===== src/rtl/load_store_unit_pkg.sv =====
// Shared definitions for the load/store unit: RV32I funct3 codes, bus size codes, FSM states.
package load_store_unit_pkg;

    // RV32I load funct3 codes
    localparam logic [2:0] LB  = 3'b000;
    localparam logic [2:0] LH  = 3'b001;
    localparam logic [2:0] LW  = 3'b010;
    localparam logic [2:0] LBU = 3'b100;
    localparam logic [2:0] LHU = 3'b101;

    // RV32I store funct3 codes
    localparam logic [2:0] SB  = 3'b000;
    localparam logic [2:0] SH  = 3'b001;
    localparam logic [2:0] SW  = 3'b010;

    // Bus size codes, shared by dbc_size_in and dbc_size_out
    localparam logic [1:0] SZ_BYTE = 2'b00;
    localparam logic [1:0] SZ_HALF = 2'b01;
    localparam logic [1:0] SZ_WORD = 2'b10;

    typedef enum logic [1:0] {
        StIdle  = 2'b00,
        StIssue = 2'b01,
        StDone  = 2'b10
    } lsu_state_e;

endpackage


===== src/rtl/load_store_unit_load_extend.sv =====
// Combinational load-result extension: picks the byte/half/word from the bus word and
// sign- or zero-extends it according to funct3.
module lsu_load_extend
    import load_store_unit_pkg::*;
(
    input  logic [2:0]  funct3,
    input  logic [31:0] word,
    output logic [31:0] result
);

    // Extension select; the bus returns the addressed lane already in the low bits
    always_comb begin
        result = word;
        case (funct3)
            LB:      result = {{24{word[7]}}, word[7:0]};
            LH:      result = {{16{word[15]}}, word[15:0]};
            LW:      result = word;
            LBU:     result = {24'h000000, word[7:0]};
            LHU:     result = {16'h0000, word[15:0]};
            default: result = word;
        endcase
    end

endmodule


===== src/rtl/load_store_unit.sv =====
// Load/store unit: computes the effective address, screens for illegal/misaligned accesses,
// runs one bus transaction with a timeout and reports completion with optional write-back.
module load_store_unit
    import load_store_unit_pkg::*;
#(
    parameter int unsigned TIMEOUT_CYCLES = 16,
    parameter int unsigned CNT_W          = 5
) (
    input  logic        clk,
    input  logic        rst,
    input  logic        start,
    input  logic        is_store,
    input  logic [2:0]  funct3,
    input  logic [31:0] base,
    input  logic [31:0] offset,
    input  logic [31:0] store_data,
    input  logic [4:0]  rd_idx,
    output logic        lsu_busy,
    output logic        done,
    output logic [31:0] load_data,
    output logic        wb_en,
    output logic [4:0]  wb_idx,
    output logic        misaligned,
    output logic        illegal,
    output logic        bus_error,
    output logic        dbc_wd,
    output logic        dbc_rd,
    output logic [1:0]  dbc_size_in,
    output logic [1:0]  dbc_size_out,
    output logic [31:0] dbc_addr_in,
    output logic [31:0] dbc_addr_out,
    output logic [31:0] dbc_data_in,
    input  logic [31:0] dbc_data_out,
    input  logic        dbc_ready,
    input  logic        dbc_busy
);

    lsu_state_e       state_q, state_d;
    logic [31:0]      addr_q, addr_d;
    logic [2:0]       funct3_q, funct3_d;
    logic             is_store_q, is_store_d;
    logic [31:0]      sdata_q, sdata_d;
    logic [4:0]       rd_q, rd_d;
    logic [CNT_W-1:0] cnt_q, cnt_d;
    logic [31:0]      ldata_q, ldata_d;
    logic             mis_q, mis_d;
    logic             ill_q, ill_d;
    logic             berr_q, berr_d;

    logic [31:0] ea;
    logic        dec_illegal;
    logic        dec_misaligned;
    logic        handshake;
    logic [31:0] ext_word;

    assign ea          = base + offset;
    assign dec_illegal = (funct3[1:0] == 2'b11) | (is_store & funct3[2]);
    assign dec_misaligned = ((funct3[1:0] == SZ_HALF) & ea[0]) |
                            ((funct3[1:0] == SZ_WORD) & (ea[1:0] != 2'b00));
    assign handshake   = dbc_ready & ~dbc_busy;

    lsu_load_extend u_load_extend (
        .funct3 (funct3_q),
        .word   (dbc_data_out),
        .result (ext_word)
    );

    // Next-state and latch-enable logic for the request FSM
    always_comb begin
        state_d    = state_q;
        addr_d     = addr_q;
        funct3_d   = funct3_q;
        is_store_d = is_store_q;
        sdata_d    = sdata_q;
        rd_d       = rd_q;
        cnt_d      = cnt_q;
        ldata_d    = ldata_q;
        mis_d      = mis_q;
        ill_d      = ill_q;
        berr_d     = berr_q;
        unique case (state_q)
            StIdle: begin
                if (start) begin
                    addr_d     = ea;
                    funct3_d   = funct3;
                    is_store_d = is_store;
                    sdata_d    = store_data;
                    rd_d       = rd_idx;
                    cnt_d      = '0;
                    ldata_d    = '0;
                    ill_d      = dec_illegal;
                    mis_d      = dec_misaligned;
                    berr_d     = 1'b0;
                    // Rejected requests skip the bus entirely
                    state_d    = (dec_illegal | dec_misaligned) ? StDone : StIssue;
                end
            end
            StIssue: begin
                if (handshake) begin
                    if (!is_store_q) begin
                        ldata_d = ext_word;
                    end
                    state_d = StDone;
                end else if (cnt_q == CNT_W'(TIMEOUT_CYCLES - 1)) begin
                    berr_d  = 1'b1;
                    state_d = StDone;
                end else begin
                    cnt_d = cnt_q + CNT_W'(1);
                end
            end
            StDone: begin
                cnt_d   = '0;
                state_d = StIdle;
            end
            default: state_d = StIdle;
        endcase
    end

    // State and latched-request registers with synchronous reset
    always_ff @(posedge clk) begin
        if (rst) begin
            state_q    <= StIdle;
            addr_q     <= '0;
            funct3_q   <= '0;
            is_store_q <= 1'b0;
            sdata_q    <= '0;
            rd_q       <= '0;
            cnt_q      <= '0;
            ldata_q    <= '0;
            mis_q      <= 1'b0;
            ill_q      <= 1'b0;
            berr_q     <= 1'b0;
        end else begin
            state_q    <= state_d;
            addr_q     <= addr_d;
            funct3_q   <= funct3_d;
            is_store_q <= is_store_d;
            sdata_q    <= sdata_d;
            rd_q       <= rd_d;
            cnt_q      <= cnt_d;
            ldata_q    <= ldata_d;
            mis_q      <= mis_d;
            ill_q      <= ill_d;
            berr_q     <= berr_d;
        end
    end

    // Outputs decoded from the state register; idle bus fields are held at zero
    always_comb begin
        lsu_busy     = (state_q != StIdle);
        done         = (state_q == StDone);
        dbc_rd       = (state_q == StIssue) & ~is_store_q;
        dbc_wd       = (state_q == StIssue) & is_store_q;
        dbc_addr_out = dbc_rd ? addr_q : 32'h0;
        dbc_size_out = dbc_rd ? funct3_q[1:0] : 2'b00;
        dbc_addr_in  = dbc_wd ? addr_q : 32'h0;
        dbc_size_in  = dbc_wd ? funct3_q[1:0] : 2'b00;
        dbc_data_in  = dbc_wd ? sdata_q : 32'h0;
        load_data    = ldata_q;
        misaligned   = mis_q;
        illegal      = ill_q;
        bus_error    = berr_q;
        wb_idx       = rd_q;
        wb_en        = done & ~is_store_q & ~ill_q & ~mis_q & ~berr_q & (rd_q != 5'd0);
    end

endmodule


===== config.mk =====
export PLATFORM = sky130hd
export DESIGN_NAME = load_store_unit
export DESIGN_NICKNAME = d
export VERILOG_FILES = /design/src/rtl/load_store_unit_pkg.sv /design/src/rtl/load_store_unit_load_extend.sv /design/src/rtl/load_store_unit.sv
export SDC_FILE = /design/constraint.sdc
export NUM_CORES = 1
export LEC_CHECK = 0
export ABC_AREA = 1
export CAP_MARGIN = 25
export CORE_UTILIZATION = 44
export CTS_CLUSTER_DIAMETER = 100
export DETAILED_ROUTE_END_ITERATION = 6
export HOLD_SLACK_MARGIN = 0.15
export PLACE_DENSITY = 0.88
export SYNTH_ARGS = -nofsm -noshare
export SYNTH_HDL_FRONTEND = slang
export SYNTH_SLANG_ARGS = --single-unit

===== constraint.sdc =====
create_clock -name clk -period 2.04 [get_ports clk]
set_input_delay 0.306 -clock clk [delete_from_list [all_inputs] [get_ports clk]]
set_output_delay 0.306 -clock clk [all_outputs]
set_load 0.01 [all_outputs]

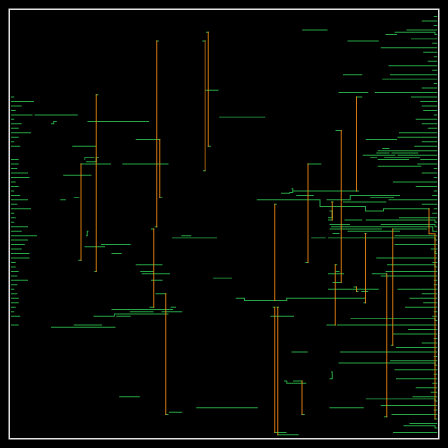
Fig. 1. Routed metal, one color a layer (run 1).
Only two layers are drawn.
green -> met3  # wire length 1,690 microns
orange -> met4  # wire length 704 microns

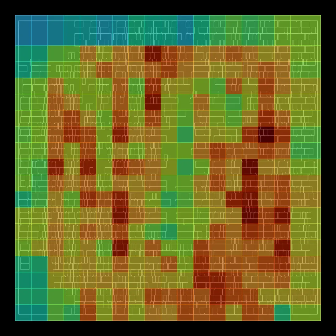
Fig. 2. Congestion heat map (run 1).
detailed-route wire length per cell: 14.1 microns
met3 usage in global routing: 5.37%
global routing usage on met2: 49.7%
met1 global-route usage: 31.7%

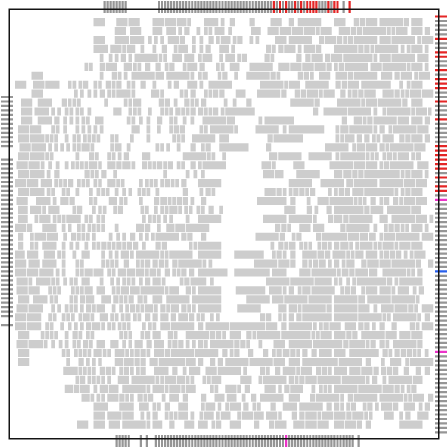
Fig. 3. Pin map (run 1).
Pins as bars across the die edge, other pins in gray.
blue -> dbc_rd  # pins 1, direction output, edge right
red -> dbc_data_out  # pins 32, direction input, edge 19 right, 13 top
magenta -> funct3  # pins 3, direction input, edge 2 right, 1 bottom

run 1: path summary, 6_finish.rpt:
kind / from / to / slack [ns]
worst max register to register: funct3_q[1]$_SDFFE_PP0P_ / load_data[23]$_SDFFE_PP0P_ / 0.14
worst min-delay path: sdata_q[16]$_SDFFE_PP0P_ / sdata_q[16]$_SDFFE_PP0P_ / 0.45
worst min register to register: sdata_q[16]$_SDFFE_PP0P_ / sdata_q[16]$_SDFFE_PP0P_ / 0.45
worst max-delay path: state_q[0]$_SDFFE_PP0P_ / dbc_data_in[21] / -0.06
run 1: placed cells by master, fill, tap and decap left out, types with 3 or more instances in the layout:
cell type        netlist  layout
nand2_1              295     295
inv_1                221     220
clkdlybuf4s50_1        0     183
nor2_1               165     163
a21oi_1              127     127
dfxtp_1              115     113
o21ai_0               79      79
buf_4                  0      53
nand3_1               49      49
dlygate4sd2_1          0      39
clkbuf_2               0      37
ha_1                  33      33
clkbuf_16              0      18
xor2_1                13      13
clkdlybuf4s15_1        0      13
o21ai_1               10      10
nand4_1                7       7
nor3_1                 7       7
buf_2                  5       7
clkdlybuf4s15_2        0       6
bufinv_16              0       5
inv_2                  5       4
buf_12                 0       4
o21bai_1               3       3
nor2_4                 2       3
clkinv_2               0       3
clkinvlp_4             0       3
run 1: repair_timing:
action | 4_1_cts | 5_1_grt
setup buffers | 0 | 0
setup endpoints to repair | 102 | 80
gates resized | 154 | 77
gates cloned | 0 | 2
run 1: cell type report:
type / count / area (sq um)
sequential: 115 / 2300
inverter: 227 / 865
multi-input combinational: 807 / 3900
timing repair buffer: 346 / 3130
tap: 216 / 270
fill: 1325 / 4810
clock buffer: 19 / 453
clock inverter: 13 / 205
run 1: cell families (layout without fill, tap and decap cells):
group,count (synthesis),count (layout),synth area share [%]
and+or+nand+nor,530,530,29.5
buffers and inverters,272,605,14.4
AOI/OAI and AO/OA,228,228,16.5
DFF,115,115,31.9
adders and majority gates,34,34,5.99
xor gates and xnor gates,15,15,1.82
run 1: sequential cells by signal, summed over array words and instances, names as in the netlist, 2 cells and up:
name,cells
cnt_q,5
wb_idx,5
state_q,2
load_data,32
funct3_q,3
sdata_q,32
addr_q,32
run 1: tightest hold or removal path: stages, from the launching register on:
cell     delay (ns)
dfxtp_1        0.29
inv_1          0.06
a21oi_1        0.05
run 1: metrics by stage:
stage	hold WS (ns)	cells	area, sq um	setup slack, ns	setup TNS (ns)
after detailed placement	0.447	1709	10700	-0.324	-5.76
after CTS	0.456	1741	11300	-0.150	-0.150
after global placement	0.440	1709	10700	-0.330	-5.20
final	0.454	1743	11100	-0.0572	-0.103
after floorplan	0.430	1194	7230	0.237	0
after global routing	0.465	1743	11100	-0.0848	-0.293
run 1: metal layers:
layer / share of wire (%) / global-route usage [%] / vias up
met4: 2.9 / 12.6 / 0
li1: - / - / 4324
met2: 50 / 49.7 / 337
met3: 6.9 / 5.37 / 44
met1: 41 / 31.7 / 3852
met5: 0 / 0 / -
==> impl_results.rst, run 1 <==
Synthesis and place-and-route
=============================

.. list-table::
   :header-rows: 1

   * - Metric
     - Value
   * - Cell accounting for the most synthesized area
     - dfxtp_1
   * - Slowest stage delay, CP
     - 0.33 ns
   * - Effective utilization at floorplan
     - 45.3%
   * - Critical setup path kind
     - flop to output pin
   * - Slowest stage cell on the critical path
     - dfxtp_2
   * - Post-layout net count
     - 1,690
   * - Violations in the final reports
     - negative setup slack
   * - Worst-case setup margin in the final layout
     - -0.0572 ns
   * - Pin count of the biggest net entering global routing
     - 61
   * - HPWL after DPL
     - 18.2 mm
   * - Fraction of synthesis flops using an asynchronous set or reset pin
     - 0%
   * - Switching power of the nets
     - 2250 uW
   * - Count of final hold-check violations
     - 0
   * - Area Overhead vs Synth
     - 54.0%
   * - Status
     - finished with violations
   * - P_int
     - 5520 uW
   * - Final setup vio count
     - 2
   * - Total Power
     - 7770 uW
   * - Tally of unique sky130hd cells used after synthesis
     - 32
   * - Setup skew after layout
     - 0.00777 ns
   * - GRT overflow
     - 0
   * - Bufs on Longest Clock Path
     - 2
   * - Worst vdd ir
     - 0.000446 V
## Run 2: what changed since run 1
CORE_UTILIZATION = 49   (was 44)
CTS_BUF_LIST = sky130_fd_sc_hd__clkbuf_4   (was unset)
PLACE_DENSITY = 0.95   (was 0.88)
clock period = 2.7 ns   (was 2.04 ns; I/O delays follow)
==> impl_results.rst, run 2 <==
Synthesis and place-and-route
=============================

.. list-table::
   :header-rows: 1

   * - Metric
     - Value
   * - Status
     - finished clean
   * - Fraction of synthesis flops using an asynchronous set or reset pin
     - 0%
   * - Critical setup path kind
     - flop to output pin
   * - Total Power
     - 4370 uW
   * - Pin count of the biggest net entering global routing
     - 116
   * - Worst vdd ir
     - 0.000218 V
   * - Setup_tns
     - 0 ns
   * - Reg2reg setup slack
     - 0.38 ns
   * - Met3 Wirelength
     - 1.63 mm
   * - Series of cell instances along the critical path
     - inv_2, nor2_4, inv_2, nor2_8, inv_4, nor2_1, clkdlybuf4s50_1
   * - HPWL after DPL
     - 17.5 mm
   * - Multi-input gate area
     - 3890 sq um
   * - Reg-to-reg startpoint
     - state_q[1]$_SDFFE_PP0P_
   * - R2r endpoint
     - load_data[6]$_SDFFE_PP0P_
   * - Launch instance of the worst min-delay path
     - sdata_q[30]$_SDFFE_PP0P_
   * - Met1 WL
     - 8.89 mm
   * - TritonCTS clock tree
     - yes
   * - Slowest stage delay, CP
     - 0.56 ns
   * - Portion of the clock cycle consumed by the worst path in the final layout
     - 95.2%
   * - Core Footprint
     - 14,500 sq um
   * - Effective utilization at floorplan
     - 49.9%
   * - Tally of unique sky130hd cells used after synthesis
     - 32
   * - Cell Area, Synth
     - 7230 sq um
   * - Bufs on Longest Clock Path
     - 2
   * - Slowest stage cell on the critical path
     - clkdlybuf4s50_1
   * - Post-layout net count
     - 1,641
   * - Flip-flop and latch area
     - 2310 sq um
   * - GRT overflow
     - 0
   * - Area Overhead vs Synth
     - 47.4%
   * - Count of final hold-check violations
     - 0
   * - Number of placed instances, taps included
     - 1,627
   * - Top cell excl fill/tap
     - nand2_1
   * - Final setup vio count
     - 0
   * - Routed wire length on met2
     - 11.9 mm
   * - Uppermost layer routed
     - met4
   * - Worst hold slack
     - 0.457 ns
   * - Most frequently placed logic cells in the final layout
     - nand2_1, inv_1, clkdlybuf4s50_1
   * - Sink of the worst hold path
     - sdata_q[30]$_SDFFE_PP0P_
   * - Cell accounting for the most synthesized area
     - dfxtp_1
## run 2: cell counts after synthesis
Identical to the previous run, type by type.
## run 2: timing repair
| action | 4_1_cts | 5_1_grt |
|---|---|---|
| setup endpoints to repair | 60 | 66 |
| setup buffers | 3 | 0 |
| gates resized | 4 | 65 |
## run 2: routing by layer
metal | vias to the layer above | GRT usage [%]
met3 | 48 | 4.89
li1 | 4237 | -
met5 | - | 0
met2 | 318 | 53.7
met1 | 3754 | 32.3
met4 | 0 | 11.1
## run 2: critical path: cells and delay by family (launching register included)
family	cells	cell delay [ns]
and+or+nand+nor	3	0.42
DFF	1	0.38
buffers and inverters	4	0.88
## run 2: power by group
part	leakage, uW	switching, uW	internal (uW)	total [uW]
clock	0.000127	659	443	1100
sequential	0.000946	62.9	1840	1900
combinational	0.00500	800	563	1360
## run 2: area by class of cell
cell class | count | share of cell area, %
diodes | 1 | 0.0235
clock buffers | 17 | 1.20
clock inverters | 14 | 1.08
inverters | 227 | 8.02
multi-input cells | 807 | 36.5
flip-flops and latches | 115 | 21.7
well taps | 184 | 2.16
repair buffers | 297 | 29.3
## run 2: cells by family after synthesis
kind of cell               after synthesis  share of synthesized area, %
and+or+nand+nor                        530                          29.5
DFF                                    115                          31.9
AOI/OAI and AO/OA                      228                          16.5
adders and majority gates               34                          5.99
xor gates and xnor gates                15                          1.82
buffers and inverters                  272                          14.4
## run 2: worst max-delay path by stage
stage | startpoint | to | slack (ns)
after global routing | state_q[0]$_SDFFE_PP0P_ | dbc_addr_out[9] | 0.008
final | state_q[0]$_SDFFE_PP0P_ | dbc_addr_out[16] | 0.13
after floorplan | offset[0] | addr_q[20]$_SDFFE_PP0P_ | 0.80
after detailed placement | offset[0] | addr_q[20]$_SDFFE_PP0P_ | 0.11
after CTS | state_q[0]$_SDFFE_PP0P_ | dbc_data_in[6] | 0.03
after global placement | offset[0] | addr_q[20]$_SDFFE_PP0P_ | 0.17
## run 2: stage by stage
| stage | setup slack [ns] | utilization [%] | area [sq um] |
|---|---|---|---|
| floorplan | 0.798 | - | 7230 |
| global placement | 0.170 | 70.6 | 10200 |
| detailed placement | 0.115 | 70.6 | 10200 |
| CTS | 0.0332 | 72.4 | 10500 |
| global route | 0.00849 | 73.5 | 10600 |
| finish | 0.129 | 73.5 | 10600 |
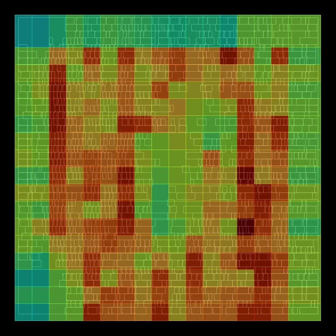
Fig. 4. Congestion heat map (run 2).
Global Route Usage Sum: 28.8%
detailed-route wire length per cell: 13.9 microns
met3 usage in global routing: 4.89%
global routing usage on met2: 53.7%

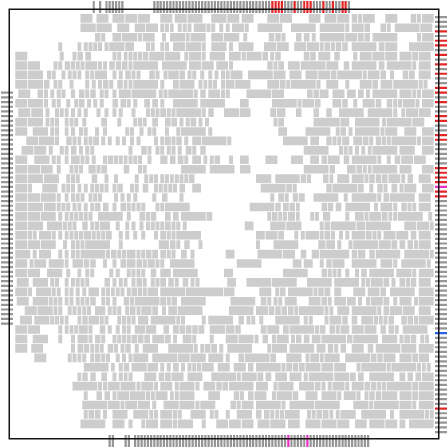
Fig. 5. Pin map (run 2).
Pins as bars across the die edge, other pins in gray.
Port Buffers: 286
x dimension of the die: 123 microns

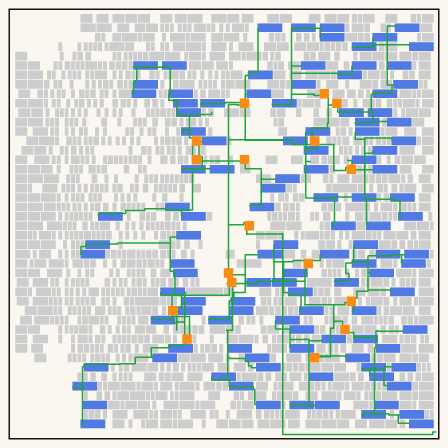
Fig. 6. Routed clock nets over the placement (run 2).
blue -> flip-flops  # count 115
green -> clock wires  # length 1,360 microns
orange -> cells driving clock nets  # count 17
routed clock nets = 18

Power figures rest on the tool's default switching activity, not on a simulated workload.
